===== config.mk =====
export PLATFORM = sky130hd
export DESIGN_NAME = mem_arbiter
export DESIGN_NICKNAME = d
export VERILOG_FILES = /design/src/rtl/mem_arbiter.sv
export SDC_FILE = /design/constraint.sdc
export NUM_CORES = 1
export LEC_CHECK = 0
export CELL_PAD_IN_SITES_DETAIL_PLACEMENT = 1
export CELL_PAD_IN_SITES_GLOBAL_PLACEMENT = 1
export CORE_AREA = 2 2 131 133
export DETAILED_ROUTE_END_ITERATION = 7
export DIE_AREA = 0 0 133 135
export MAX_ROUTING_LAYER = met4
export PLACE_DENSITY_LB_ADDON = 0.1
export SETUP_SLACK_MARGIN = 0.02
export SLEW_MARGIN = 30
export SYNTH_ARGS = -nofsm -noshare
export SYNTH_HDL_FRONTEND = slang
export SYNTH_SLANG_ARGS = --single-unit

===== constraint.sdc =====
create_clock -name clock -period 5.6 [get_ports clock]
set_input_delay 1.68 -clock clock [delete_from_list [all_inputs] [get_ports clock]]
set_output_delay 1.68 -clock clock [all_outputs]
set_load 0.03 [all_outputs]

===== src/rtl/mem_arbiter.sv =====
// mem_arbiter: shares one single-port unified memory between the instruction
// fetch port (IM) and the data port (DM). Each access has a fixed latency.
// stall is held high until every pending request has completed.
//
//   state   | meaning
//   --------+-----------------------------------------------------------
//   IDLE    | no access in flight; picks DM first, then IM
//   IM_WAIT | fetch issued; counting down to capture into im_data
//   DM_WAIT | data read/write issued; counting down to completion
module mem_arbiter #(
  parameter int unsigned MEM_LATENCY = 1,
  parameter logic [1:0]  IM_REGION   = 2'b11
) (
  input  logic        clock,
  input  logic        reset,
  input  logic        im_req,
  input  logic [9:0]  im_address,
  output logic [31:0] im_data,
  output logic        im_valid,
  input  logic        dm_read,
  input  logic        dm_write,
  input  logic [11:0] dm_address,
  input  logic [31:0] dm_wdata,
  output logic [31:0] dm_rdata,
  output logic        dm_valid,
  output logic        stall,
  output logic        mem_enable,
  output logic        mem_read,
  output logic        mem_write,
  output logic [11:0] mem_address,
  output logic [31:0] mem_in,
  input  logic [31:0] mem_out
);

  typedef enum logic [1:0] {
    IDLE    = 2'd0,
    IM_WAIT = 2'd1,
    DM_WAIT = 2'd2
  } state_t;

  localparam logic [3:0] LATENCY = 4'(MEM_LATENCY);

  state_t      state, state_nxt;
  logic [3:0]  count, count_nxt;
  logic        im_done, im_done_nxt;
  logic        dm_done, dm_done_nxt;
  logic [31:0] im_data_nxt, dm_rdata_nxt;
  logic        mem_enable_nxt, mem_read_nxt, mem_write_nxt;
  logic [11:0] mem_address_nxt;
  logic [31:0] mem_in_nxt;
  logic        im_pend, dm_pend;

  // A request is pending until its done flag is set; the flag keeps a held
  // request from being reissued while the other port is still being served.
  always_comb begin
    im_pend = im_req & ~im_done;
    dm_pend = (dm_read | dm_write) & ~dm_done;
    stall   = im_pend | dm_pend;
  end

  assign im_valid = im_done;
  assign dm_valid = dm_done;

  // State, counter, flags and all memory-side outputs are registered.
  always_ff @(posedge clock or posedge reset) begin
    if (reset) begin
      state       <= IDLE;
      count       <= 4'd0;
      im_done     <= 1'b0;
      dm_done     <= 1'b0;
      im_data     <= 32'd0;
      dm_rdata    <= 32'd0;
      mem_enable  <= 1'b0;
      mem_read    <= 1'b0;
      mem_write   <= 1'b0;
      mem_address <= 12'd0;
      mem_in      <= 32'd0;
    end else begin
      state       <= state_nxt;
      count       <= count_nxt;
      im_done     <= im_done_nxt;
      dm_done     <= dm_done_nxt;
      im_data     <= im_data_nxt;
      dm_rdata    <= dm_rdata_nxt;
      mem_enable  <= mem_enable_nxt;
      mem_read    <= mem_read_nxt;
      mem_write   <= mem_write_nxt;
      mem_address <= mem_address_nxt;
      mem_in      <= mem_in_nxt;
    end
  end

  // Next-state and registered-output logic; everything holds by default.
  always_comb begin
    state_nxt       = state;
    count_nxt       = count;
    im_done_nxt     = im_done;
    dm_done_nxt     = dm_done;
    im_data_nxt     = im_data;
    dm_rdata_nxt    = dm_rdata;
    mem_enable_nxt  = mem_enable;
    mem_read_nxt    = mem_read;
    mem_write_nxt   = mem_write;
    mem_address_nxt = mem_address;
    mem_in_nxt      = mem_in;

    // Pipeline advances on any unstalled edge, retiring both done flags.
    if (!stall) begin
      im_done_nxt = 1'b0;
      dm_done_nxt = 1'b0;
    end

    case (state)
      IDLE: begin
        // DM belongs to the older instruction, so it wins a tie.
        if (dm_pend) begin
          state_nxt       = DM_WAIT;
          count_nxt       = LATENCY;
          mem_enable_nxt  = 1'b1;
          mem_read_nxt    = dm_read;
          // Read and write together is illegal; it degrades to a read.
          mem_write_nxt   = dm_write & ~dm_read;
          mem_address_nxt = dm_address;
          mem_in_nxt      = dm_wdata;
        end else if (im_pend) begin
          state_nxt       = IM_WAIT;
          count_nxt       = LATENCY;
          mem_enable_nxt  = 1'b1;
          mem_read_nxt    = 1'b1;
          mem_write_nxt   = 1'b0;
          mem_address_nxt = {IM_REGION, im_address};
          mem_in_nxt      = 32'd0;
        end
      end
      IM_WAIT: begin
        count_nxt = count - 4'd1;
        if (count == 4'd1) begin
          state_nxt       = IDLE;
          im_data_nxt     = mem_out;
          im_done_nxt     = 1'b1;
          mem_enable_nxt  = 1'b0;
          mem_read_nxt    = 1'b0;
          mem_write_nxt   = 1'b0;
          mem_address_nxt = 12'd0;
          mem_in_nxt      = 32'd0;
        end
      end
      DM_WAIT: begin
        count_nxt = count - 4'd1;
        if (count == 4'd1) begin
          state_nxt = IDLE;
          if (mem_read) dm_rdata_nxt = mem_out;
          dm_done_nxt     = 1'b1;
          mem_enable_nxt  = 1'b0;
          mem_read_nxt    = 1'b0;
          mem_write_nxt   = 1'b0;
          mem_address_nxt = 12'd0;
          mem_in_nxt      = 32'd0;
        end
      end
      default: begin
        state_nxt = IDLE;
        count_nxt = 4'd0;
      end
    endcase
  end

endmodule


Fig. 1: wiring by layer
Two of the layers only.
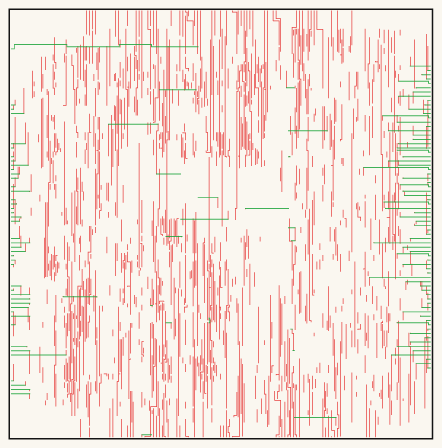
Key: red = metal 2 [wire length 7960 µm]; green = metal 3 [wire length 779 µm]

Fig. 2: the metal 4 layer
Supply wires on this layer in grey.
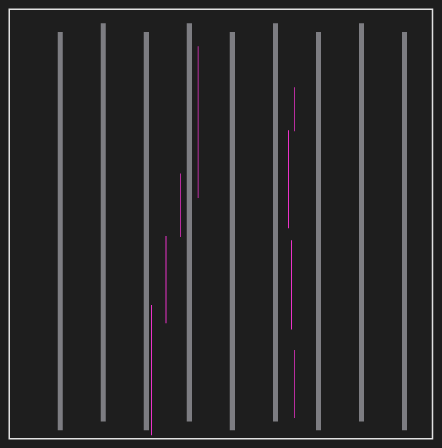
The wires run mostly vertical. The layer carries 229 µm of wire. The layer holds 1.4% of the routed length.
detailed-route via count: 4540
total wire length: 16500 µm

==> flow_metrics.tcl <==
# flow metrics
set metrics [dict create \
    ys_types 44 \
    power_switching_uw 2570 \
    path_depth 4 \
    internal_power_uw 3420 \
    switching_share 0.429 \
    syn-cell-area_um2 5550 \
    outcome "completed" \
    endpoint_kind "output port" \
    worstSetupEndpoint "stall" \
    period_used_share 0.862 \
    hpwl_um 11200 \
    ant_nets 0 \
    initCoreUtil 0.338 \
    power_density_nw_per_um2 714 \
    overflow 0 \
    cp.required_ns 3.92 \
    synth_seq_share 0.536 \
    grt_use_met1 0.248 \
    final_nets 757 \
    hold_violations 0 \
    finalSetupViolCount 0 \
    critical-path-max-stage-delay_ns 0.69 \
    wl_met1_um 7570 \
    cp_common_cell "clkdlybuf4s50_1" \
    clk_path_buf_depth 2 \
    topCellsByArea "dfrtp_1 54%, mux2_4 8.1%, mux2_1 6.9%, o211ai_1 6.1%, nand3_1 5.7%" \
    first_pass_iters 4 \
    yosys-stat-area_um2 5550 \
    crit_chain "clkdlybuf4s50_1 > o21bai_2 > nand2_1 > clkdlybuf4s50_1" \
    diodes 0 \
    grt_use_met2 0.315 \
    grt_pass1_wl_um 26900 \
    combinationalPowerShare 0.550 \
    die_w_um 133 \
    clkPwrFrac 0.184 \
    die_y_um 135 \
    wl_met3_um 779 \
    grt_pass1_vias 4947 \
    syn_nets 563 \
    vias_per_cell 5.08 \
    tightest_slew_ns 0.868 \
    design_area_um2 8380 \
    seqPwrFrac 0.266 \
    r2r_end "im_data[12]$_DFFE_PP0P_" \
    cts.sinks 119 \
    postCtsSetupRepairBufs 0 \
    place.gp.congestion 0.739 \
    grt_max_degree 64 \
    die_area_um2 18000 \
    ys_cells 466 \
    worstSkewPairLatency_ns 0.41 \
    holdPathStages 1 \
    cts_buffers 17 \
    fp-row-count 47 \
    yosys-top-cells-count "119 x dfrtp_1, 63 x nand3_1, 45 x o211ai_1" \
    gr-usage-all-layers 0.196 \
    cts_resized 0 \
    place_area_um2 7750 \
    rr_startpoint "count[1]$_DFFE_PP0P_" \
    drcViolationCount 0 \
    synth_top_cell_by_area "dfrtp_1" \
    top_cell "dfrtp_1" \
    critical_path_class "input pin to output port" \
    nFillCells 1690 \
    yosysTopAreaCellShare 0.536 \
    synth_warnings 0 \
    grtUsageMet3 0.0432 \
    cp_num_buf_inv 2 \
    fin_tns_setup_ns 0 \
    synth.avg_cell_area_um2 11.9 \
    fin_cells 893 \
    clk_pin_slew_ns 0.06 \
    seqCellArea_um2 2980 \
    syn_to_final_growth_pct 50.9 \
    fmax_ghz 0.207 \
    portBuffers 204 \
    edf_count 0 \
    place_ws_ns 0.811 \
    whs_endpoint "im_data[19]$_DFFE_PP0P_" \
    fin_util 0.511 \
    cp-start-kind "input pin" \
    r2r_cells 5 \
    fin_crit_ns 4.83 \
    grt_busiest_layer "met2" \
    dr.max_layer_used "met4" \
    vdd_drop_max_mv 0.329 \
    finalMaxSlewViolations 0 \
    layout-drive-gt1-share 0.116 \
    leakagePower_uw 0.00354 \
    dp_cells 861 \
    htree_levels 4 \
    pin_count 205 \
    synth-async-reset-ratio 1.00 \
    antenna_found_initial 0 \
    hold_ws_ns 0.482 \
    route.met2.wl_um 7960 \
    hold_buffers 0 \
    hold_path_class "flip-flop to flip-flop" \
    core_region_area_um2 16400 \
    worst_slack_ns 0.772 \
    mi_logic_area_um2 2270 \
    critical_path_arrival_ns 3.15 \
    skew_ns 0.00678 \
    ys_ff 119 \
    cts_root_buf "clkbuf_16" \
    worstHoldStart "im_data[19]$_DFFE_PP0P_" \
    syn_inst 466 \
    cp_slowest_cell "clkdlybuf4s50_1" \
    max-cap-violations 0 \
    warnings 30 \
    rrSetupSlack_ns 2.85 \
    rsz0062_at_grt "false" \
    path_max_fanout 4 \
    drt_iter0_markers 186 \
    post_drt_wl_per_cell_um 18.5 \
    slew_headroom 0.421 \
    path_delay_family "buffers and inverters" \
    cts_tree "built" \
    flop_cell "dfrtp_1" \
    critPathLaunch "dm_read" \
    p_total_uw 5980 \
]
Fig. 3: layout detail
The bar under the picture is 10 µm long. Region (52, 52) to (82, 82) µm. Cells in grey, sequential cells in the stronger grey; small squares are vias.
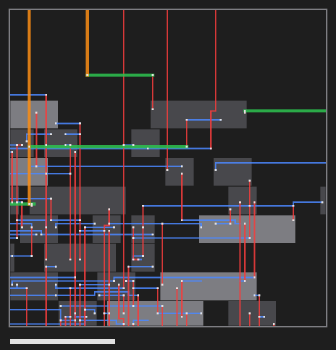
Key: orange = metal 4; red = metal 2; green = metal 3; blue = metal 1
20 logic cells have their middle in the window. Sequential cells in the window: 3. Most frequent: dfrtp_1 (3). Netlist names of flops here include `state` (2), `im_valid` (1).

Fig. 4: signal wires on met1
Supply wires on this layer in grey.
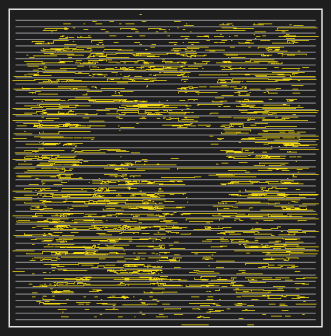
The layer carries 7570 µm of wire. The wires run mostly horizontal. The layer holds 46% of the routed length.

-- registers in the layout, summed over array words and instances (netlist names) --
signal	cells
dm_rdata	32
im_data	32
mem_in	32
mem_address	12
count	4
state	2
dm_valid	1
im_valid	1
mem_enable	1
mem_read	1
mem_write	1
-- worst reg2reg max path, stage by stage, from the launching register on --
cell and delay, ns:
dfrtp_1 0.40, inv_1 0.10, ha_1 0.17, nor3b_4 0.67
and2_2 0.86, mux2_1 0.43
-- placed cells by master (no fill, tap or decap), drive strengths merged, types with 6 or more instances in the layout --
| cell | instances |
|---|---|
| nand4 | 14 |
| mux2 | 64 |
| mux2i | 10 |
| dfrtp | 119 |
| clkbuf | 20 |
| nand2 | 19 |
| o211ai | 45 |
| buf | 8 |
| clkdlybuf4s50 | 204 |
| a2bb2oi | 13 |
| ha | 6 |
| nand3 | 64 |
| inv | 41 |
-- power groups by stage --
stage | combinational (µW) | sequential [µW] | clock, µW
global route | 3520 | 1650 | 1170
floorplan | 1290 | 2330 | 0
global placement | 3210 | 1570 | 0
finish | 3290 | 1590 | 1100
detailed placement | 3290 | 1600 | 0
CTS | 3310 | 1600 | 1130
-- logic make-up after synthesis --
| kind of cell | Yosys count | synth area share |
|---|---|---|
| DFF | 119 | 0.536 |
| and+or+nand+nor | 111 | 0.105 |
| AOI/OAI and AO/OA | 78 | 0.113 |
| buffers and inverters | 78 | 0.0642 |
| muxes | 74 | 0.168 |
| adders and majority gates | 6 | 0.0135 |
-- cell type report --
cell class	count	share of cell area
clock buffers	20	0.0533
clock inverters	12	0.0182
inverters	41	0.0187
multi-input cells	269	0.271
flip-flops and latches	119	0.355
well taps	220	0.0329
repair buffers	212	0.251
Power and IR drop assume default switching activity.
